Figure 1. Met1 routing (run 1).
Supply wires on this layer in grey.
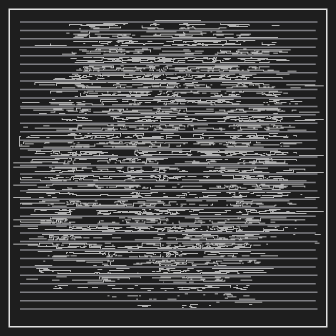
Figure 2. Met2 routing (run 1).
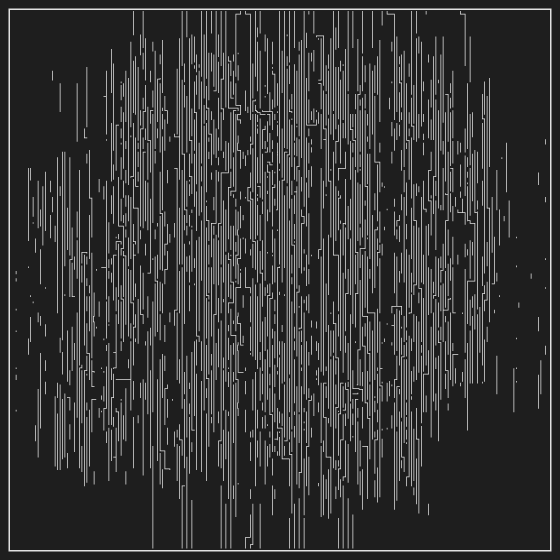
Figure 3. Met3 routing (run 1).
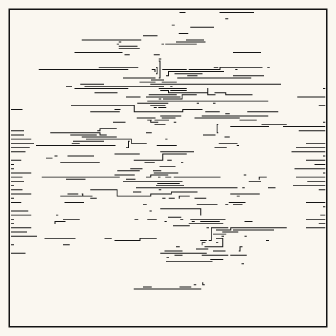
--- src/rtl/pc_redirect_pkg.sv ---
// Shared types and constants for the fetch-side PC redirect unit.
package pc_redirect_pkg;

  localparam int ADDR_W  = 32;
  localparam int COUNT_W = 32;

  typedef logic [ADDR_W-1:0] addr_t;

  localparam addr_t PC_INCR              = 32'd4;
  localparam addr_t RESET_VECTOR_DEFAULT = 32'h0000_0000;

  typedef enum logic [1:0] {
    BOOT = 2'd0,
    RUN  = 2'd1,
    WAIT = 2'd2,
    PEND = 2'd3
  } state_e;

  // Branch targets are word aligned; the low two bits are dropped on load.
  function automatic addr_t alignTarget(input addr_t target);
    return target & ~addr_t'(3);
  endfunction

endpackage

--- src/rtl/redirect_counter.sv ---
// Free-running wrapping event counter used for redirect statistics.
module redirect_counter
  import pc_redirect_pkg::*;
(
  input  logic               clk_i,
  input  logic               rst_ni,
  input  logic               inc_i,
  output logic [COUNT_W-1:0] count_o
);

  logic [COUNT_W-1:0] count_q;
  logic [COUNT_W-1:0] count_d;

  always_comb begin
    count_d = count_q;
    if (inc_i) begin
      count_d = count_q + COUNT_W'(1);
    end
  end

  always_ff @(posedge clk_i or negedge rst_ni) begin
    if (!rst_ni) begin
      count_q <= '0;
    end else begin
      count_q <= count_d;
    end
  end

  assign count_o = count_q;

endmodule

--- src/rtl/pc_redirect_unit.sv ---
// Fetch-side PC owner: redirects on EX branches, sequences against IMEM stalls and HOLD.
// Define PC_REDIRECT_STATS_EN to add the REDIRECT_COUNT statistics output.
module pc_redirect_unit
  import pc_redirect_pkg::*;
#(
  parameter addr_t RESET_VECTOR = RESET_VECTOR_DEFAULT
) (
  input  logic        CLK,
  input  logic        RESET_N,
  input  logic        PC_MUX_OUT,
  input  logic [31:0] BRANCH_TARGET,
  input  logic        EX_VALID,
  input  logic        HOLD,
  input  logic        IMEM_BUSY,
  output logic [31:0] PC,
  output logic [31:0] PC_PLUS_4,
  output logic        IMEM_READ,
  output logic        FLUSH
`ifdef PC_REDIRECT_STATS_EN
  ,
  output logic [31:0] REDIRECT_COUNT
`endif
);

  state_e state_q;
  state_e state_d;
  addr_t  pc_q;
  addr_t  pc_d;
  addr_t  latchedTarget_q;
  addr_t  latchedTarget_d;

  logic   taken;
  addr_t  alignedTarget;

  assign taken         = PC_MUX_OUT & EX_VALID;
  assign alignedTarget = alignTarget(BRANCH_TARGET);

  always_ff @(posedge CLK or negedge RESET_N) begin
    if (!RESET_N) begin
      state_q         <= BOOT;
      pc_q            <= RESET_VECTOR;
      latchedTarget_q <= '0;
    end else begin
      state_q         <= state_d;
      pc_q            <= pc_d;
      latchedTarget_q <= latchedTarget_d;
    end
  end

  // Redirect beats memory stall, which beats HOLD, which beats sequential advance.
  always_comb begin
    state_d         = state_q;
    pc_d            = pc_q;
    latchedTarget_d = latchedTarget_q;
    unique case (state_q)
      BOOT: begin
        state_d = RUN;
      end
      RUN: begin
        if (taken) begin
          if (IMEM_BUSY) begin
            latchedTarget_d = alignedTarget;
            state_d         = PEND;
          end else begin
            pc_d = alignedTarget;
          end
        end else if (IMEM_BUSY) begin
          state_d = WAIT;
        end else if (!HOLD) begin
          pc_d = pc_q + PC_INCR;
        end
      end
      WAIT: begin
        if (taken) begin
          if (IMEM_BUSY) begin
            latchedTarget_d = alignedTarget;
            state_d         = PEND;
          end else begin
            pc_d    = alignedTarget;
            state_d = RUN;
          end
        end else if (!IMEM_BUSY) begin
          // The held fetch completes on this edge, so PC is not advanced yet.
          state_d = RUN;
        end
      end
      PEND: begin
        if (!IMEM_BUSY) begin
          pc_d    = latchedTarget_q;
          state_d = RUN;
        end
      end
      default: begin
        state_d = BOOT;
      end
    endcase
  end

  always_comb begin
    IMEM_READ = 1'b1;
    FLUSH     = 1'b0;
    unique case (state_q)
      BOOT: begin
        IMEM_READ = 1'b0;
        FLUSH     = 1'b1;
      end
      RUN, WAIT: begin
        FLUSH = taken;
      end
      PEND: begin
        FLUSH = 1'b1;
      end
      default: begin
        IMEM_READ = 1'b0;
        FLUSH     = 1'b1;
      end
    endcase
  end

  assign PC        = pc_q;
  assign PC_PLUS_4 = pc_q + PC_INCR;

`ifdef PC_REDIRECT_STATS_EN
  logic redirectAccept;

  assign redirectAccept = taken & ((state_q == RUN) | (state_q == WAIT));

  redirect_counter u_redirect_counter (
    .clk_i   (CLK),
    .rst_ni  (RESET_N),
    .inc_i   (redirectAccept),
    .count_o (REDIRECT_COUNT)
  );
`else
  // Statistics disabled: no counter hardware is built.
`endif

endmodule

--- config.mk ---
export PLATFORM = sky130hd
export DESIGN_NAME = pc_redirect_unit
export DESIGN_NICKNAME = d
export VERILOG_FILES = /design/src/rtl/pc_redirect_pkg.sv /design/src/rtl/redirect_counter.sv /design/src/rtl/pc_redirect_unit.sv
export SDC_FILE = /design/constraint.sdc
export NUM_CORES = 1
export LEC_CHECK = 0
export CORE_MARGIN = 3
export CORE_UTILIZATION = 45
export DETAILED_ROUTE_END_ITERATION = 6
export PLACE_DENSITY = 0.83
export SLEW_MARGIN = 15
export SYNTH_ARGS = -nofsm -noshare
export SYNTH_HDL_FRONTEND = slang
export SYNTH_SLANG_ARGS = --single-unit
--- constraint.sdc ---
create_clock -name CLK -period 2.13 [get_ports CLK]
set_input_delay 0.426 -clock CLK [delete_from_list [all_inputs] [get_ports CLK]]
set_output_delay 0.426 -clock CLK [all_outputs]
set_load 0.005 [all_outputs]
==> results_dict.tcl, run 1 <==
# collected from the flow reports
set metrics [dict create \
    drv_slew 0 \
    top_cell_area_share 0.388 \
    instances_no_fill 765 \
    synth_cells 431 \
    topCombFamilyByArea "AND-OR/OR-AND gates" \
    setup_violations 28 \
    switching_share 0.430 \
    regArea_sq_um 1600 \
    cts_setup_buffers 28 \
    maxCapViolCount 0 \
    synthTopCellsByArea "dfrtp_1, mux2_2, o21ai_0, xnor2_1, nor2_1" \
    r2r_end "PC[30]$_DFFE_PN0P_" \
    drc 5 \
    status "complete, but fails checks" \
    final_util 0.763 \
    hold_class "primary input to async pin" \
    worstSetupPathDepth 8 \
    final_cell_mix "buf_4, clkdlybuf4s50_1, dfrtp_1, mux2_2, o21ai_0" \
    track_usage 0.305 \
    hpwl_mm 9.81 \
    period_used_share 1.20 \
    powerSeq_uw 2250 \
    fin_ws_ns -0.417 \
    hold_slack_ns 0.0648 \
    post_route_cells_drive_above_1_share 0.426 \
    violations "design-rule violations, negative setup slack" \
    ir_worst_vdd_uv 791 \
    crit_type "register to output port" \
    period_needed_ns 2.55 \
    p_int_uw 5560 \
    startpoint "PC[24]$_DFFE_PN0P_" \
    avgRoutedWirePerCell_um 22.4 \
    inverters 15 \
    met2WireLength_mm 8.35 \
    top_cell "dfrtp_1" \
    worstPathRequired_ns 1.70 \
    portBuffers 101 \
    ys_types 49 \
    dr_wl_met3_mm 1.64 \
    warnings 35 \
    htreeDepth 3 \
    dpl_cell_area_sq_um 5920 \
    syn_avg_cell_area_sq_um 9.58 \
    top_area_cell "dfrtp_1" \
]
Back to the opening pictures, Figure 1:
main direction	horizontal
nets with wire on the layer	633
longest straight run	34.5 um
share of all routed wire	36%
met1 Track Usage GR: 0.387
routed vias: 4849
drt total wl: 17.2 mm

Back to the opening pictures, Figure 2:
wire length on this layer	8350 um
main direction	vertical
nets with wire on the layer	640
met2 Use GR: 0.496

Back to the opening pictures, Figure 3:
nets with wire on the layer	173
wire length on this layer	1640 um
share of all routed wire	9.5%
longest straight run	41.9 um
main direction	horizontal
M3 GR Usage: 0.0585

==> inputs of run 2 (changes only) <==
--- a/config.mk
+++ b/config.mk
@@ -6,10 +6,10 @@
 export NUM_CORES = 1
 export LEC_CHECK = 0
 export CORE_MARGIN = 3
-export CORE_UTILIZATION = 45
+export CORE_UTILIZATION = 53
 export DETAILED_ROUTE_END_ITERATION = 6
-export PLACE_DENSITY = 0.83
-export SLEW_MARGIN = 15
+export PLACE_DENSITY = 0.91
 export SYNTH_ARGS = -nofsm -noshare
 export SYNTH_HDL_FRONTEND = slang
+export SYNTH_HIERARCHICAL = 1
 export SYNTH_SLANG_ARGS = --single-unit
==> constraint.sdc (replaced) <==
create_clock -name CLK -period 3.15 [get_ports CLK]
set_input_delay 0.63 -clock CLK [delete_from_list [all_inputs] [get_ports CLK]]
set_output_delay 0.63 -clock CLK [all_outputs]
set_load 0.005 [all_outputs]
==> run 2 against run 1 <==
The run ends with negative setup slack left. Clock skew about the same. Routed wire length decreased by 22%. First-iteration DRC count decreased by 0.18%. Critical endpoint is now PC_PLUS_4[26]. Highest routed layer unchanged.
==> results_dict.tcl, run 2 <==
# collected from the flow reports
set metrics [dict create \
    hpwl_mm 8.78 \
    ys_types 49 \
    setup_violations 1 \
    warnings 34 \
    worstSetupPathDepth 7 \
    top_cell "dfrtp_1" \
    powerSeq_uw 1720 \
    switching_share 0.426 \
    mux_share 0.146 \
    largest_reg_flops 32 \
    synth_cells 431 \
    hold_slack_ns 0.232 \
    fin_ws_ns -0.0749 \
    startpoint "PC[3]$_DFFE_PN0P_" \
    violations "negative setup slack" \
    avgRoutedWirePerCell_um 20.6 \
    syn_avg_cell_area_sq_um 9.58 \
    final_cell_mix "clkdlybuf4s50_1, dfrtp_1, mux2_2, o21ai_0, buf_4" \
    finalSetupTns_ns -0.0749 \
    ir_worst_vdd_uv 572 \
    topCombFamilyByArea "AND-OR/OR-AND gates" \
    use_met3 0.0609 \
    top_area_cell "dfrtp_1" \
    drc 0 \
    cts_setup_buffers 3 \
    period_used_share 1.02 \
    hold_class "primary input to async pin" \
    met2WireLength_mm 6.48 \
    dr_wl_met3_mm 1.30 \
    worstPathRequired_ns 2.52 \
    status "complete, but fails checks" \
    instances_no_fill 651 \
    dpl_cell_area_sq_um 5310 \
    portBuffers 101 \
    synthTopCellsByArea "dfrtp_1, mux2_2, o21ai_0, xnor2_1, nor2_1" \
    root_buffer "clkbuf_8" \
    skew_ns 0.0115 \
    regArea_sq_um 1630 \
]
Figure 4. Met4 routing (run 2).
Scale bar: 20 um. Supply wires on this layer in grey.
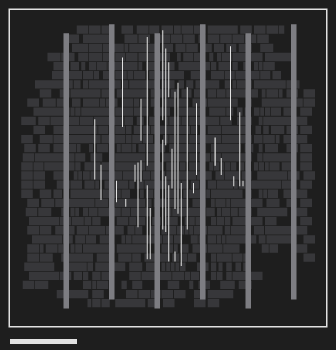
longest straight run	42.2 um
wire length on this layer	543 um
drt total wl: 13.4 mm
routed vias: 4248

Figure 5. Clock routing (run 2).
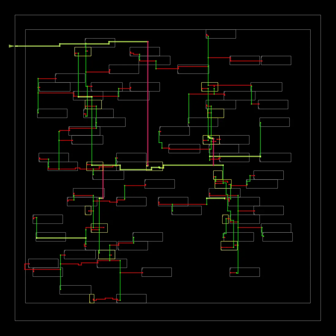
Num CTS Buffers: 9
Clock group: 649 uW
Late-Pin Clk Latency: 0.35 ns
clock buffers: 12

Power is estimated from default activity; no workload was simulated.
